Design imem_loader_flat, sky130hd; sources not shown.
### Cell density map

Drawn at 3 px/micron. 12 x 12 tiles, from dark blue (low) to red (high), 0 to 100% covered.
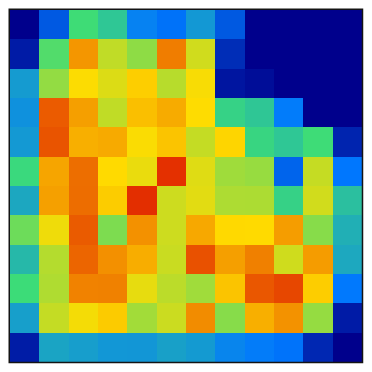
The fullest tile reaches 95%. The mean over all tiles is 53%. 10% of the tiles are nearly empty. The emptiest ninth of the die: upper right.
post-layout util: 62.3%
Init Core Util: 51.3%
CORE AREA: 12,100 sq um

### Port wiring

Drawn at 2 px/micron.
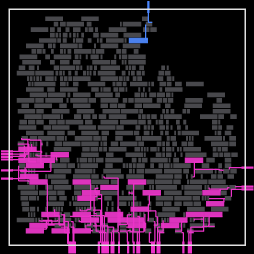
imem_wd: in magenta, bits 32, direction output, edge 23 bottom, 6 left, 3 right, end cells 32, buffers 32, wire 927 microns. cpu_reset: in blue, bits 1, direction output, edge top, end cells 1, buffers 1, wire 16.2 microns.
Port Buffers: 49
# IOs: 50

### Routing congestion

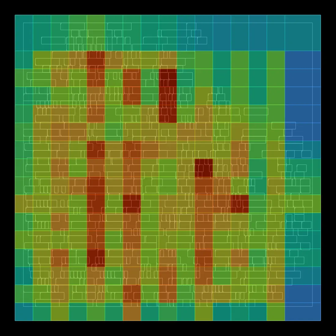
routing usage on met3: 4.37%
busiest grt layer: met2
GR Layer Usage met2: 31.4%

==> flow_summary.json <==
{
  "status": "completed",
  "relSlewSlack_pct": 54.8,
  "setup_ws_ns": 6.49,
  "pg_comb_w": 0.0000153,
  "setup.worst_path.end_class": "output pin",
  "dp_slack_ns": 5.96,
  "wl_met2_mm": 6.13,
  "inverters": 14,
  "crit_path_start_kind": "register",
  "drive_gt1_share_pct": 17.0,
  "cts-root-buf": "clkbuf_16",
  "most-common-layout-cells": "137 x dfrtp_1, 132 x nand2_1, 59 x mux2_2",
  "vias": 4310,
  "setup-tns-final_ns": 0,
  "comb_area_sq_um": 2500,
  "grt_max_degree": 86,
  "max_freq_mhz": 433,
  "layout_top_cell": "dfrtp_1",
  "clock_net_power_w": 0.000765,
  "synth.distinct_cells": 52,
  "top_cell_area_share_pct": 55.4,
  "cts_setup_buffers": 0,
  "ant_nets": 0,
  "grt_pass1_wl_mm": 20.6,
  "mux_share_pct": 11.1,
  "hold_viol": 0,
  "crit_type": "reg -> out",
  "nNonClkBuffers": 55,
  "drc": 0,
  "cts.sinks": 141,
  "synth_cells": 563,
  "adder_share_pct": 1.42,
  "clock_latency_ns": 0.42,
  "path_cells": "clkdlybuf4s50_1",
  "yosysCellCount": 563,
  "total_power_w": 0.00143,
  "synth_nets": 573,
  "ys.warnings.count": 0,
  "ys_async_sr_fraction_pct": 100,
  "combPwrFrac_pct": 1.1,
  "top_power_group": "the clock network",
  "edf_count": 0,
  "synth.avg_cell_area_sq_um": 11.0,
  "dp_hpwl_mm": 8.02,
  "top_area_cell": "dfrtp_1"
}
